## src/rtl/arp_eth_rx_if.sv

```systemverilog
// Ethernet header + byte-wide payload stream into the ARP parser, and the parsed ARP frame out of it.
interface arp_eth_rx_if;
  logic        s_eth_hdr_valid;
  logic        s_eth_hdr_ready;
  logic [47:0] s_eth_dest_mac;
  logic [47:0] s_eth_src_mac;
  logic [15:0] s_eth_type;
  logic [7:0]  s_eth_payload_axis_tdata;
  logic        s_eth_payload_axis_tkeep;
  logic        s_eth_payload_axis_tvalid;
  logic        s_eth_payload_axis_tready;
  logic        s_eth_payload_axis_tlast;
  logic        s_eth_payload_axis_tuser;

  logic        m_frame_valid;
  logic        m_frame_ready;
  logic [47:0] m_eth_dest_mac;
  logic [47:0] m_eth_src_mac;
  logic [15:0] m_eth_type;
  logic [15:0] m_arp_htype;
  logic [15:0] m_arp_ptype;
  logic [7:0]  m_arp_hlen;
  logic [7:0]  m_arp_plen;
  logic [15:0] m_arp_oper;
  logic [47:0] m_arp_sha;
  logic [31:0] m_arp_spa;
  logic [47:0] m_arp_tha;
  logic [31:0] m_arp_tpa;

  // Parser-side view.
  modport slave (
    input  s_eth_hdr_valid, s_eth_dest_mac, s_eth_src_mac, s_eth_type,
    input  s_eth_payload_axis_tdata, s_eth_payload_axis_tkeep, s_eth_payload_axis_tvalid,
    input  s_eth_payload_axis_tlast, s_eth_payload_axis_tuser, m_frame_ready,
    output s_eth_hdr_ready, s_eth_payload_axis_tready, m_frame_valid,
    output m_eth_dest_mac, m_eth_src_mac, m_eth_type,
    output m_arp_htype, m_arp_ptype, m_arp_hlen, m_arp_plen, m_arp_oper,
    output m_arp_sha, m_arp_spa, m_arp_tha, m_arp_tpa
  );

  // Environment-side view (Ethernet RX source and ARP engine sink).
  modport master (
    output s_eth_hdr_valid, s_eth_dest_mac, s_eth_src_mac, s_eth_type,
    output s_eth_payload_axis_tdata, s_eth_payload_axis_tkeep, s_eth_payload_axis_tvalid,
    output s_eth_payload_axis_tlast, s_eth_payload_axis_tuser, m_frame_ready,
    input  s_eth_hdr_ready, s_eth_payload_axis_tready, m_frame_valid,
    input  m_eth_dest_mac, m_eth_src_mac, m_eth_type,
    input  m_arp_htype, m_arp_ptype, m_arp_hlen, m_arp_plen, m_arp_oper,
    input  m_arp_sha, m_arp_spa, m_arp_tha, m_arp_tpa
  );
endinterface

```

## src/rtl/arp_eth_rx.sv

```systemverilog
// ARP receive parser: deserialises the 28-byte ARP body, drops padding/malformed frames.
// Frame valid one cycle after the tlast beat; holds one frame, stalls header and payload until consumed.
module arp_eth_rx #(
  parameter bit CHECK_FORMAT   = 1'b1,
  parameter bit CHECK_ETH_TYPE = 1'b1
) (
  input  logic         clk,
  input  logic         rst,
  arp_eth_rx_if.slave  bus,
  output logic         busy,
  output logic         error_early_termination,
  output logic         error_bad_frame,
  output logic         error_invalid_format
);

  typedef enum logic [1:0] {IDLE, READ, DROP, OUTPUT} state_t;

  state_t     state;
  logic [4:0] cnt;
  logic       good;
  logic       beat;
  logic       fmt_ok;
  logic       full_len_end;
  logic       unused_tkeep;

  assign unused_tkeep = bus.s_eth_payload_axis_tkeep;
  assign busy         = (state != IDLE);
  assign beat         = bus.s_eth_payload_axis_tvalid && bus.s_eth_payload_axis_tready;
  assign fmt_ok       = !CHECK_FORMAT ||
                        (bus.m_arp_htype == 16'h0001 && bus.m_arp_ptype == 16'h0800 &&
                         bus.m_arp_hlen == 8'd6 && bus.m_arp_plen == 8'd4);
  // tlast of a frame whose 28 ARP bytes all arrived, either exactly or followed by padding.
  assign full_len_end = beat && bus.s_eth_payload_axis_tlast &&
                        ((state == READ && cnt == 5'd27) || (state == DROP && good));

  always_ff @(posedge clk) begin
    if (!rst) begin
      state                         <= IDLE;
      cnt                           <= 5'd0;
      good                          <= 1'b0;
      bus.s_eth_hdr_ready           <= 1'b0;
      bus.s_eth_payload_axis_tready <= 1'b0;
      bus.m_frame_valid             <= 1'b0;
      error_early_termination       <= 1'b0;
      error_bad_frame               <= 1'b0;
      error_invalid_format          <= 1'b0;
      bus.m_eth_dest_mac            <= '0;
      bus.m_eth_src_mac             <= '0;
      bus.m_eth_type                <= '0;
      bus.m_arp_htype               <= '0;
      bus.m_arp_ptype               <= '0;
      bus.m_arp_hlen                <= '0;
      bus.m_arp_plen                <= '0;
      bus.m_arp_oper                <= '0;
      bus.m_arp_sha                 <= '0;
      bus.m_arp_spa                 <= '0;
      bus.m_arp_tha                 <= '0;
      bus.m_arp_tpa                 <= '0;
    end else begin
      error_early_termination <= 1'b0;
      error_bad_frame         <= 1'b0;
      error_invalid_format    <= 1'b0;
      case (state)
        IDLE: begin
          if (bus.s_eth_hdr_ready && bus.s_eth_hdr_valid) begin
            bus.m_eth_dest_mac            <= bus.s_eth_dest_mac;
            bus.m_eth_src_mac             <= bus.s_eth_src_mac;
            bus.m_eth_type                <= bus.s_eth_type;
            cnt                           <= 5'd0;
            good                          <= 1'b0;
            bus.s_eth_hdr_ready           <= 1'b0;
            bus.s_eth_payload_axis_tready <= 1'b1;
            state <= (CHECK_ETH_TYPE && bus.s_eth_type != 16'h0806) ? DROP : READ;
          end else begin
            bus.s_eth_hdr_ready <= 1'b1;
          end
        end
        READ, DROP: begin
          if (beat) begin
            if (state == READ) begin
              case (cnt) inside
                5'd0:           bus.m_arp_htype[15:8] <= bus.s_eth_payload_axis_tdata;
                5'd1:           bus.m_arp_htype[7:0]  <= bus.s_eth_payload_axis_tdata;
                5'd2:           bus.m_arp_ptype[15:8] <= bus.s_eth_payload_axis_tdata;
                5'd3:           bus.m_arp_ptype[7:0]  <= bus.s_eth_payload_axis_tdata;
                5'd4:           bus.m_arp_hlen        <= bus.s_eth_payload_axis_tdata;
                5'd5:           bus.m_arp_plen        <= bus.s_eth_payload_axis_tdata;
                5'd6:           bus.m_arp_oper[15:8]  <= bus.s_eth_payload_axis_tdata;
                5'd7:           bus.m_arp_oper[7:0]   <= bus.s_eth_payload_axis_tdata;
                [5'd8:5'd13]:   bus.m_arp_sha[8*(13-int'(cnt)) +: 8] <= bus.s_eth_payload_axis_tdata;
                [5'd14:5'd17]:  bus.m_arp_spa[8*(17-int'(cnt)) +: 8] <= bus.s_eth_payload_axis_tdata;
                [5'd18:5'd23]:  bus.m_arp_tha[8*(23-int'(cnt)) +: 8] <= bus.s_eth_payload_axis_tdata;
                [5'd24:5'd27]:  bus.m_arp_tpa[8*(27-int'(cnt)) +: 8] <= bus.s_eth_payload_axis_tdata;
                default: ;
              endcase
              if (cnt == 5'd27) begin
                good  <= 1'b1;
                state <= DROP;
              end else begin
                cnt <= cnt + 5'd1;
              end
            end
            // Any tlast ends the frame; this overrides the READ->DROP step above.
            if (bus.s_eth_payload_axis_tlast) begin
              bus.s_eth_payload_axis_tready <= 1'b0;
              bus.s_eth_hdr_ready           <= 1'b1;
              state                         <= IDLE;
              if (full_len_end) begin
                if (bus.s_eth_payload_axis_tuser) begin
                  error_bad_frame <= 1'b1;
                end else if (!fmt_ok) begin
                  error_invalid_format <= 1'b1;
                end else begin
                  bus.s_eth_hdr_ready <= 1'b0;
                  bus.m_frame_valid   <= 1'b1;
                  state               <= OUTPUT;
                end
              end else if (state == READ) begin
                error_early_termination <= 1'b1;
              end
            end
          end
        end
        OUTPUT: begin
          if (bus.m_frame_ready) begin
            bus.m_frame_valid   <= 1'b0;
            bus.s_eth_hdr_ready <= 1'b1;
            state               <= IDLE;
          end
        end
        default: state <= IDLE;
      endcase
    end
  end

endmodule

```

## src/flat_wrapper.sv

```systemverilog
// flat-port wrapper written by rule: the top's interface ports become plain ports
module arp_eth_rx_flat 
#(
  parameter bit CHECK_FORMAT   = 1'b1,
  parameter bit CHECK_ETH_TYPE = 1'b1
)
  (clk, rst, busy, error_early_termination, error_bad_frame, error_invalid_format, bus_s_eth_hdr_valid, bus_s_eth_dest_mac, bus_s_eth_src_mac, bus_s_eth_type, bus_s_eth_payload_axis_tdata, bus_s_eth_payload_axis_tkeep, bus_s_eth_payload_axis_tvalid, bus_s_eth_payload_axis_tlast, bus_s_eth_payload_axis_tuser, bus_m_frame_ready, bus_s_eth_hdr_ready, bus_s_eth_payload_axis_tready, bus_m_frame_valid, bus_m_eth_dest_mac, bus_m_eth_src_mac, bus_m_eth_type, bus_m_arp_htype, bus_m_arp_ptype, bus_m_arp_hlen, bus_m_arp_plen, bus_m_arp_oper, bus_m_arp_sha, bus_m_arp_spa, bus_m_arp_tha, bus_m_arp_tpa);
  arp_eth_rx_if bus_i ();
  input  logic clk;
  input  logic rst;
  output logic busy;
  output logic error_early_termination;
  output logic error_bad_frame;
  output logic error_invalid_format;
  input wire logic [$bits(bus_i.s_eth_hdr_valid)-1:0] bus_s_eth_hdr_valid;
  input wire logic [$bits(bus_i.s_eth_dest_mac)-1:0] bus_s_eth_dest_mac;
  input wire logic [$bits(bus_i.s_eth_src_mac)-1:0] bus_s_eth_src_mac;
  input wire logic [$bits(bus_i.s_eth_type)-1:0] bus_s_eth_type;
  input wire logic [$bits(bus_i.s_eth_payload_axis_tdata)-1:0] bus_s_eth_payload_axis_tdata;
  input wire logic [$bits(bus_i.s_eth_payload_axis_tkeep)-1:0] bus_s_eth_payload_axis_tkeep;
  input wire logic [$bits(bus_i.s_eth_payload_axis_tvalid)-1:0] bus_s_eth_payload_axis_tvalid;
  input wire logic [$bits(bus_i.s_eth_payload_axis_tlast)-1:0] bus_s_eth_payload_axis_tlast;
  input wire logic [$bits(bus_i.s_eth_payload_axis_tuser)-1:0] bus_s_eth_payload_axis_tuser;
  input wire logic [$bits(bus_i.m_frame_ready)-1:0] bus_m_frame_ready;
  output wire logic [$bits(bus_i.s_eth_hdr_ready)-1:0] bus_s_eth_hdr_ready;
  output wire logic [$bits(bus_i.s_eth_payload_axis_tready)-1:0] bus_s_eth_payload_axis_tready;
  output wire logic [$bits(bus_i.m_frame_valid)-1:0] bus_m_frame_valid;
  output wire logic [$bits(bus_i.m_eth_dest_mac)-1:0] bus_m_eth_dest_mac;
  output wire logic [$bits(bus_i.m_eth_src_mac)-1:0] bus_m_eth_src_mac;
  output wire logic [$bits(bus_i.m_eth_type)-1:0] bus_m_eth_type;
  output wire logic [$bits(bus_i.m_arp_htype)-1:0] bus_m_arp_htype;
  output wire logic [$bits(bus_i.m_arp_ptype)-1:0] bus_m_arp_ptype;
  output wire logic [$bits(bus_i.m_arp_hlen)-1:0] bus_m_arp_hlen;
  output wire logic [$bits(bus_i.m_arp_plen)-1:0] bus_m_arp_plen;
  output wire logic [$bits(bus_i.m_arp_oper)-1:0] bus_m_arp_oper;
  output wire logic [$bits(bus_i.m_arp_sha)-1:0] bus_m_arp_sha;
  output wire logic [$bits(bus_i.m_arp_spa)-1:0] bus_m_arp_spa;
  output wire logic [$bits(bus_i.m_arp_tha)-1:0] bus_m_arp_tha;
  output wire logic [$bits(bus_i.m_arp_tpa)-1:0] bus_m_arp_tpa;
  assign bus_i.s_eth_hdr_valid = bus_s_eth_hdr_valid;
  assign bus_i.s_eth_dest_mac = bus_s_eth_dest_mac;
  assign bus_i.s_eth_src_mac = bus_s_eth_src_mac;
  assign bus_i.s_eth_type = bus_s_eth_type;
  assign bus_i.s_eth_payload_axis_tdata = bus_s_eth_payload_axis_tdata;
  assign bus_i.s_eth_payload_axis_tkeep = bus_s_eth_payload_axis_tkeep;
  assign bus_i.s_eth_payload_axis_tvalid = bus_s_eth_payload_axis_tvalid;
  assign bus_i.s_eth_payload_axis_tlast = bus_s_eth_payload_axis_tlast;
  assign bus_i.s_eth_payload_axis_tuser = bus_s_eth_payload_axis_tuser;
  assign bus_i.m_frame_ready = bus_m_frame_ready;
  assign bus_s_eth_hdr_ready = bus_i.s_eth_hdr_ready;
  assign bus_s_eth_payload_axis_tready = bus_i.s_eth_payload_axis_tready;
  assign bus_m_frame_valid = bus_i.m_frame_valid;
  assign bus_m_eth_dest_mac = bus_i.m_eth_dest_mac;
  assign bus_m_eth_src_mac = bus_i.m_eth_src_mac;
  assign bus_m_eth_type = bus_i.m_eth_type;
  assign bus_m_arp_htype = bus_i.m_arp_htype;
  assign bus_m_arp_ptype = bus_i.m_arp_ptype;
  assign bus_m_arp_hlen = bus_i.m_arp_hlen;
  assign bus_m_arp_plen = bus_i.m_arp_plen;
  assign bus_m_arp_oper = bus_i.m_arp_oper;
  assign bus_m_arp_sha = bus_i.m_arp_sha;
  assign bus_m_arp_spa = bus_i.m_arp_spa;
  assign bus_m_arp_tha = bus_i.m_arp_tha;
  assign bus_m_arp_tpa = bus_i.m_arp_tpa;
  arp_eth_rx #(.CHECK_FORMAT(CHECK_FORMAT), .CHECK_ETH_TYPE(CHECK_ETH_TYPE)) u_core (.clk(clk), .rst(rst), .bus(bus_i), .busy(busy), .error_early_termination(error_early_termination), .error_bad_frame(error_bad_frame), .error_invalid_format(error_invalid_format));
endmodule
```

## config.mk

```make
export PLATFORM = sky130hd
export DESIGN_NAME = arp_eth_rx_flat
export DESIGN_NICKNAME = d
export VERILOG_FILES = /design/src/rtl/arp_eth_rx_if.sv /design/src/rtl/arp_eth_rx.sv /design/src/flat_wrapper.sv
export SDC_FILE = /design/constraint.sdc
export NUM_CORES = 1
export LEC_CHECK = 0
export ABC_AREA = 1
export CORE_MARGIN = 4
export CORE_UTILIZATION = 51
export CTS_CLUSTER_SIZE = 12
export DETAILED_ROUTE_END_ITERATION = 12
export GPL_TIMING_DRIVEN = 1
export PLACE_DENSITY_LB_ADDON = 0.3
export SETUP_SLACK_MARGIN = 0.3
export SYNTH_ARGS = -nofsm -noshare
export SYNTH_HDL_FRONTEND = slang
export SYNTH_SLANG_ARGS = --single-unit
export TNS_END_PERCENT = 100
```

## constraint.sdc

```tcl
create_clock -name clk -period 4.75 [get_ports clk]
set_clock_uncertainty 0.15 [all_clocks]
set_input_delay 1.1875 -clock clk [delete_from_list [all_inputs] [get_ports clk]]
set_output_delay 1.1875 -clock clk [all_outputs]
set_load 0.005 [all_outputs]
```

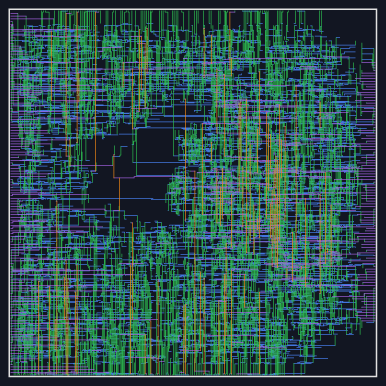
*Routed metal, one colour a layer*
Scale: 2 px per um.
legend:
  purple:
    layer: metal 3
    wire_length: 5250 um
  blue:
    layer: metal 1
    wire_length: 19900 um
  orange:
    layer: metal 4
    wire_length: 3000 um
  green:
    layer: metal 2
    wire_length: 26.8 mm

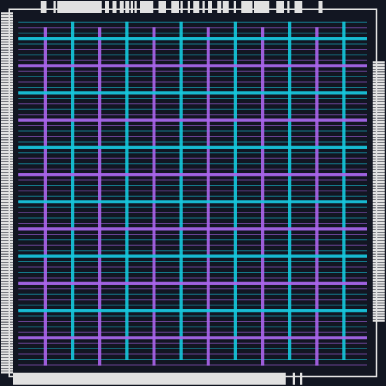
*Supply network*
Scale: 2 px per um. Pins as bars on the die edge.
legend:
  purple:
    net: VSS
  cyan:
    net: VDD
met4 straps: 12
signal pins: 471
met1 rails: 64

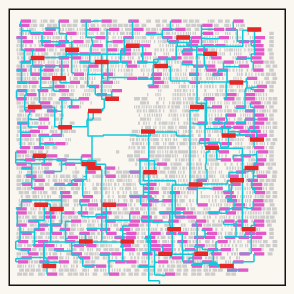
*Clock distribution*
Scale: 1.5 px per um.
legend:
  red:
    item: clock drivers
    count: 37
  magenta:
    item: flip-flops
    count: 350
  cyan:
    item: clock wires
    length: 4120 um
flops lie: spread over the die
Late-Pin Clk Latency: 530 ps
Clock power frac: 34.7%

==> results_slide.txt <==
Implementation Results

Status
  • Status: complete, no violations

Power and ir drop
  • Sequential cell power: 3320 uW
  • Pwr Density: 365 nW/um2
  • Switching power: 2390 uW
  • Clock group: 2740 uW
  • Logic gate share of total power: 23.4%
  • Switching share of total power: 30.2%
  • Top power group: sequential cells
  • Power Total: 7920 uW

Finish
  • Post-route cell area: 21700 um2
  • Post-route insts no fill: 3113
  • Commonest Layout Cell: nor2_1
  • Logic area: 7360 um2
  • Inverters: 223
  • Non-clk bufs: 492
  • Seq_cells: 350
  • Clock network area share: 5.09%
  • Number of clock buffers in the layout: 48
  • Comb_multi_in: 1591

Yosys
  • Syn_nets: 2446
  • Synth mux share: 0%
  • Top-count cell post-synth: nor2_1
  • Mapped Area: 15600 um2
  • Logic family by area: simple AND/OR/NAND/NOR gates
  • Avg Inst Size Synth: 6.89 um2
  • Adder-cell share of the synthesized area: 4.38%
  • Dominant cell area share: 44.9%
  • Area leader, netlist: dfxtp_1
  • Simple Share, Synth: 30.6%
  • Commonest flop: dfxtp_1
  • YS chip area: 15600 um2
  • Unique cell types: 37
  • Synth warn: 0

Final timing
  • Rel. slew slack: 33.1%
  • Final hold violation count: 0
  • Tcrit/Tclk final: 84.9%
  • Final setup viols: 0
  • PnR worst setup slack: 720 ps
  • Least-Margin Pin Slew: 1000 ps
  • Worst hold margin: 299 ps
  • Unrepaired setup endpoints after global routing: no
  • Fin. max-slew vios: 0
  • Min Tclk post-route: 4030 ps

Critical path
  • Reg2reg setup slack: 720 ps
  • Critical Path, Cell by Cell: ha_1, inv_1, o21ai_2, xor2_1, nand3_1, ha_1, nor2_1, nand2_1, nor3_1, nand3_1, nor2_1, nand3_1, nor2_1, nor2_1
  • CP peak stage delay: 580 ps
  • Delay-heaviest family, CP: simple AND/OR/NAND/NOR gates
  • Crit path kind: reg2reg
  • End of the critical path: u_core.bus.m_arp_sha[15]
  • Critical Path AT: 4290 ps

Clock network
  • H-tree Lvls: 2
  • Clock Tree Buf Depth: 3
  • Clock Sinks: 350

Detailed routing
  • Via-to-Cell Ratio: 5.33
  • Vias after detailed routing: 16600
  • First-pass detailed-route iteration total: 8
  • DRT iter0 DRCs: 1351
  • Final ANT Viol Nets: 0

Job
  • Log Warnings: 55

GRT
  • Vias in the first global route: 16300
  • GRT overflow: 0
  • Largest net degree at the start of global routing: 137

Floorplan
  • Chip area: 33500 um2
  • I/O pins: 471
  • Tapcells: 390
  • Row count: 63
  • Die height: 183 um

Worst hold path
  • Hold Path Class: reg2reg

Place
  • Port Buffers: 469
  • Post-DP HPWL: 40000 um
-- worst min path at each step --
stage                              from                        to  cells after the start
2_1_floorplan               u_core.good               u_core.good                      2
3_3_place_gp   u_core.bus.m_arp_tha[11]  u_core.bus.m_arp_tha[11]                      2
6_report       u_core.bus.m_arp_tha[37]  u_core.bus.m_arp_tha[37]                      2
3_5_place_dp   u_core.bus.m_arp_tha[34]  u_core.bus.m_arp_tha[34]                      2
5_1_grt        u_core.bus.m_arp_tha[10]  u_core.bus.m_arp_tha[10]                      2
4_1_cts        u_core.bus.m_arp_tha[34]  u_core.bus.m_arp_tha[34]                      2
-- per-layer routing --
metal	vias up	part of all wire, %
met1	7590	36
met4	0	5.4
met2	803	49
met5	-	0
met3	185	9.6
li1	8018	-
Power figures rest on the tool's default switching activity, not on a simulated workload.
